<file path="src/rtl/uart_tx_fifo.sv">
// Byte FIFO between a CPU write strobe and a UART transmitter; feeds one-cycle load pulses when the TX is idle.
// Optional sticky overflow flag enabled by defining UART_TX_FIFO_OVF_EN.
module uart_tx_fifo #(
   parameter int unsigned DEPTH = 16,
   parameter int unsigned WIDTH = 8
) (
   input  logic                     clk_i,
   input  logic                     rstn_i,
   input  logic                     write_i,
   input  logic [WIDTH-1:0]         val_i,
   input  logic                     tx_busy_i,
   output logic                     tx_write_o,
   output logic [WIDTH-1:0]         tx_data_o,
   output logic                     full_o,
   output logic                     empty_o,
   output logic [$clog2(DEPTH):0]   level_o,
   output logic                     overflow_o
);

   localparam int unsigned AW = $clog2(DEPTH);
   localparam logic [AW:0] FULL_LVL = (AW+1)'(DEPTH);

   typedef enum logic [1:0] {IDLE, SEND, HOLD} state_t;

   state_t           state, state_nxt;
   logic [WIDTH-1:0] mem [DEPTH];
   logic [AW-1:0]    wr_ptr, rd_ptr;
   logic [AW:0]      level, level_nxt;
   logic             push, pop, load;

   always_ff @(posedge clk_i) begin
      if (!rstn_i) state <= IDLE;
      else         state <= state_nxt;
   end

   // HOLD gives the transmitter one cycle to raise busy before the next decision.
   always_comb begin
      state_nxt  = state;
      tx_write_o = 1'b0;
      pop        = 1'b0;
      load       = 1'b0;
      unique case (state)
         IDLE: begin
            if (!empty_o && !tx_busy_i) begin
               state_nxt = SEND;
               load      = 1'b1;
            end
         end
         SEND: begin
            tx_write_o = 1'b1;
            pop        = 1'b1;
            state_nxt  = HOLD;
         end
         HOLD:    state_nxt = IDLE;
         default: state_nxt = IDLE;
      endcase
   end

   assign push = write_i && ((level != FULL_LVL) || pop);

   always_comb begin
      level_nxt = level;
      unique case ({push, pop})
         2'b10:   level_nxt = level + (AW+1)'(1);
         2'b01:   level_nxt = level - (AW+1)'(1);
         default: level_nxt = level;
      endcase
   end

   always_ff @(posedge clk_i) begin
      if (push) mem[wr_ptr] <= val_i;
   end

   always_ff @(posedge clk_i) begin
      if (!rstn_i) begin
         wr_ptr    <= '0;
         rd_ptr    <= '0;
         level     <= '0;
         full_o    <= 1'b0;
         empty_o   <= 1'b1;
         tx_data_o <= '0;
      end else begin
         if (push) wr_ptr <= wr_ptr + AW'(1);
         if (pop)  rd_ptr <= rd_ptr + AW'(1);
         level   <= level_nxt;
         full_o  <= (level_nxt == FULL_LVL);
         empty_o <= (level_nxt == '0);
         if (load) tx_data_o <= mem[rd_ptr];
      end
   end

   assign level_o = level;

`ifdef UART_TX_FIFO_OVF_EN
   logic drop;
   logic ovf;

   assign drop = write_i && (level == FULL_LVL) && !pop;

   always_ff @(posedge clk_i) begin
      if (!rstn_i)   ovf <= 1'b0;
      else if (drop) ovf <= 1'b1;
   end

   assign overflow_o = ovf;
`else
   assign overflow_o = 1'b0;
`endif

endmodule

</file>
<file path="config.mk">
export PLATFORM = sky130hd
export DESIGN_NAME = uart_tx_fifo
export DESIGN_NICKNAME = d
export VERILOG_FILES = /design/src/rtl/uart_tx_fifo.sv
export SDC_FILE = /design/constraint.sdc
export NUM_CORES = 1
export LEC_CHECK = 0
export ABC_AREA = 1
export CAP_MARGIN = 5
export CELL_PAD_IN_SITES_DETAIL_PLACEMENT = 0
export CELL_PAD_IN_SITES_GLOBAL_PLACEMENT = 2
export CORE_MARGIN = 4
export CORE_UTILIZATION = 41
export CTS_CLUSTER_DIAMETER = 100
export DETAILED_ROUTE_END_ITERATION = 10
export PLACE_DENSITY = 0.88
export SKIP_LAST_GASP = 1
export SLEW_MARGIN = 0
export SYNTH_ARGS = -nofsm -noshare
export SYNTH_HDL_FRONTEND = slang
export SYNTH_SLANG_ARGS = --single-unit
</file>
<file path="constraint.sdc">
create_clock -name clk_i -period 2.7 [get_ports clk_i]
set_clock_uncertainty 0.2 [all_clocks]
set_input_delay 0.54 -clock clk_i [delete_from_list [all_inputs] [get_ports clk_i]]
set_output_delay 0.54 -clock clk_i [all_outputs]
set_load 0.02 [all_outputs]
</file>
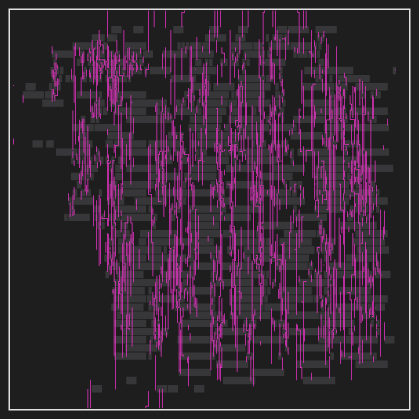
Fig. 1. M2 wires (run 1).
Scale: 3 px per µm.
The longest straight run is 53.4 µm. The wires run mostly vertical. 479 nets have wire on it. The layer carries 6670 µm of wire.

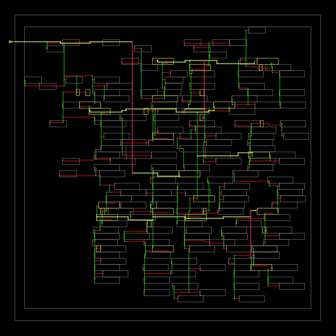
Fig. 2. The clock network (run 1).
Power Clock: 0.00220 W
flop count: 153
total CTS buffers: 17

==> flow_summary_export.csv, run 1 <==
group,metric,value,unit
layout,seq_share,58.17,%
logic_synthesis,postSynthSeqShare,67.77,%
sta,fmax,414.4,MHz
worst_setup_path,regToRegEndpoint,"full_o",
layout,layout.nonclk_buf_share,6.298,%
layout,largestClassByArea,"sequential cells",
sta,whs,0.3107,ns
layout,layout.cells.non_filler,826,
sta,layout_worst_path_cycle_share,89.38,%
logic_synthesis,muxShareOfSynthArea,0,%
layout,final_util,48.95,%
layout,sh_comb_area,23.08,%
worst_setup_path,slowest_stage,"clkdlybuf4s50_1",
global_route,grt_use_met2,26.04,%
logic_synthesis,topCombFamilyByArea,"simple AND/OR/NAND/NOR gates",
logic_synthesis,syn_avg_cell_area,11.45,µm²
min_path,whs_endpoint,"wr_ptr[2]",
worst_setup_path,cp-end-kind,"output pin",
layout,largest_register_ffs,128,
clocking,cts-root-buf,"clkbuf_16",
placed_design,hpwl,8.659,mm
logic_synthesis,syn_nets,581,
worst_setup_path,cp-start-kind,"flip-flop",
drt,via_per_inst,5.073,
worst_setup_path,crit_cells,3,
sta,setup_violations,0,
layout,signal_buffers,52,
worst_setup_path,rr_worst_depth,14,
power,peakVddDrop,0.4457,mV
placed_design,gp_congestion,0.9005,
layout,n_antenna_cell,0,
die,row_count,45,
logic_synthesis,yosysCellCount,560,
die,io_pins,29,
logic_synthesis,xor_share,0.1366,%
layout,lay_top_count,"nor2_1",
layout,finalInstanceArea,7470,µm²
placed_design,portBuffers,27,
logic_synthesis,synthMostInstantiatedCell,"nor2_1",
clocking,cts_tree,"done",
status,status,"finished clean",
layout,fillers,1363,
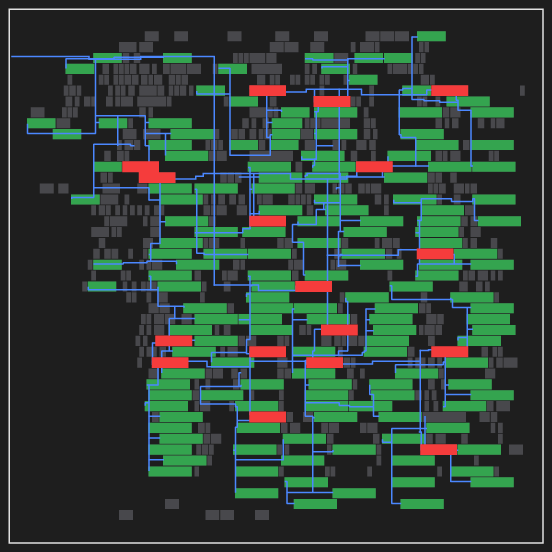
Fig. 3. Routed clock nets over the placement (run 1).
Scale: 4 px per µm.
Key: flip-flops = green [count 153]; clock wires = blue [length 1700 µm]; clock-net drivers = red [count 17]
There are 18 routed clock nets.
Clk Latency, worst-skew pair: 0.42 ns
clock share of power: 41.5%

--- run 2 (diff from run 1) ---
- CORE_MARGIN: 4 -> 2
==> run 2 against run 1 <==
Via count increased by 0.36%. Core utilization increased by 0.31 points. Combinational power about the same. Synthesized cell count unchanged. Sequential power about the same. Largest cell class unchanged.
==> flow_summary_export.csv, run 2 <==
group,metric,value,unit
layout,final_util,49.27,%
logic_synthesis,syn_avg_cell_area,11.45,µm²
clocking,cts-root-buf,"clkbuf_16",
clocking,numCtsBuffers,17,
drt,via_per_inst,5.085,
status,status,"finished clean",
layout,sh_comb_area,22.94,%
placed_design,portBuffers,27,
worst_setup_path,slowest_stage,"clkdlybuf4s50_1",
layout,n_antenna_cell,0,
power,peakVddDrop,0.4382,mV
sta,layout_worst_path_cycle_share,89.64,%
layout,flop-count,153,
layout,seq_share,57.81,%
logic_synthesis,muxShareOfSynthArea,0,%
logic_synthesis,synthMostInstantiatedCell,"nor2_1",
global_route,grt_use_met2,28.94,%
layout,signal_buffers,53,
layout,layout.nonclk_buf_share,6.525,%
die,io_pins,29,
min_path,whs_endpoint,"wr_ptr[2]",
sta,setup_violations,0,
sta,fmax,413.2,MHz
logic_synthesis,postSynthSeqShare,67.77,%
die,row_count,45,
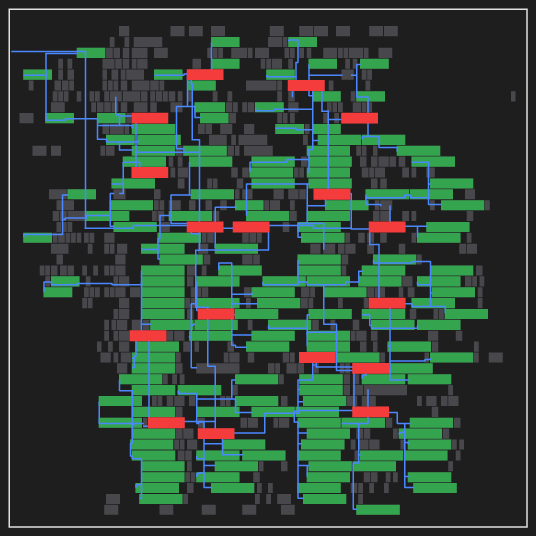
Fig. 4. Routed clock nets over the placement (run 2).
Scale: 4 px per µm.
Key: flip-flops = green [count 153]; clock-net drivers = red [count 17]; clock wires = blue [length 1650 µm]
There are 18 routed clock nets.
clock share of power: 42.4%
Clk Latency, worst-skew pair: 0.43 ns
Power Clock: 0.00229 W

Fig. 5: run 2, M2 wires
Scale: 3 px per µm.
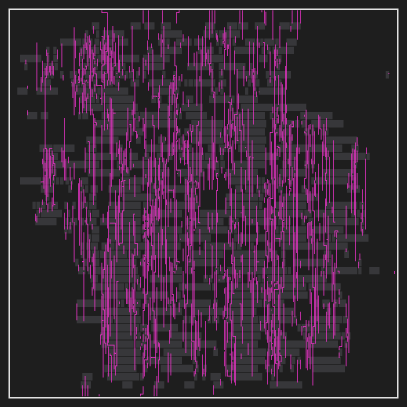

--- run 3 (diff from run 2) ---
- RECOVER_POWER: unset -> 100
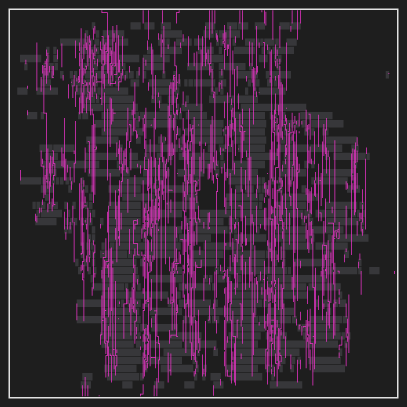
Fig. 6. M2 wires (run 3).
Scale: 3 px per µm.
The layer holds 50% of the routed length. The wires run mostly vertical. The layer carries 6820 µm of wire. 469 nets have wire on it. The longest straight run is 51.2 µm.

==> run 3 against run 2 <==
Count of clock-buffer cells in the layout did not move. Register-to-register slack got worse by 0.07 ns. Maximum frequency fell by 2.8%. Core utilization fell by 0.47 points. Final cell count did not move. First-iteration DRC count fell by 16%. Power fell by 0.42%. Sequential power barely moved.
==> flow_summary_export.csv, run 3 <==
group,metric,value,unit
status,status,"finished clean",
sta,setup_violations,0,
layout,signal_buffers,53,
sta,fmax,401.7,MHz
placed_design,portBuffers,27,
clocking,cts-root-buf,"clkbuf_16",
power,pwr-share-comb,8.3,%
drt,top_layer_used,"met4",
die,row_count,45,
layout,sh_comb_area,23.16,%
power,p_switching,0.001256,W
logic_synthesis,muxShareOfSynthArea,0,%
power,power_clock,0.00229,W
layout,final_util,48.80,%
global_route,grt_max_degree,65,
global_route,antenna_found_initial,0,
layout,flop-count,153,
drt,via_per_inst,5.092,
drt,drtIter0Drc,428,
logic_synthesis,synthMostInstantiatedCell,"nor2_1",
min_path,whs_endpoint,"wr_ptr[2]",
worst_setup_path,crit_type,"flip-flop to output pin",
power,power_frac_clock,42.5,%
layout,n_antenna_cell,0,
logic_synthesis,syn_avg_cell_area,11.45,µm²
logic_synthesis,postSynthSeqShare,67.77,%
sta,rsz0062_at_grt,"false",
sta,layout_worst_path_cycle_share,92.21,%
worst_setup_path,cp_cell_sequence,"nand2_4 -> inv_4 -> dlygate4sd3_1",
clocking,clk_latency,0.43,ns
logic_synthesis,topCombFamilyByArea,"simple AND/OR/NAND/NOR gates",
layout,clkCellAreaFrac,7.696,%
worst_setup_path,slowest_stage,"dlygate4sd3_1",
die,io_pins,29,
clocking,hold_buffers,0,
logic_synthesis,ys_area,6410,µm²
global_route,grt_use_met2,28.94,%
worst_setup_path,rr_worst_depth,7,
die,chipWidth,129.0,µm
clocking,numCtsBuffers,17,
power,peakVddDrop,0.4365,mV
layout,inv_count,30,
logic_synthesis,post-synth-top-area-cell,"edfxtp_1",
min_path,holdPathStages,1,
logic_synthesis,synth_area,6410,µm²
layout,layout.nonclk_buf_share,5.629,%
layout,finalInstanceArea,7446,µm²
clocking,cts_max_path_buffers,2,
No activity file was given, so power comes from the tool's default toggle rates.
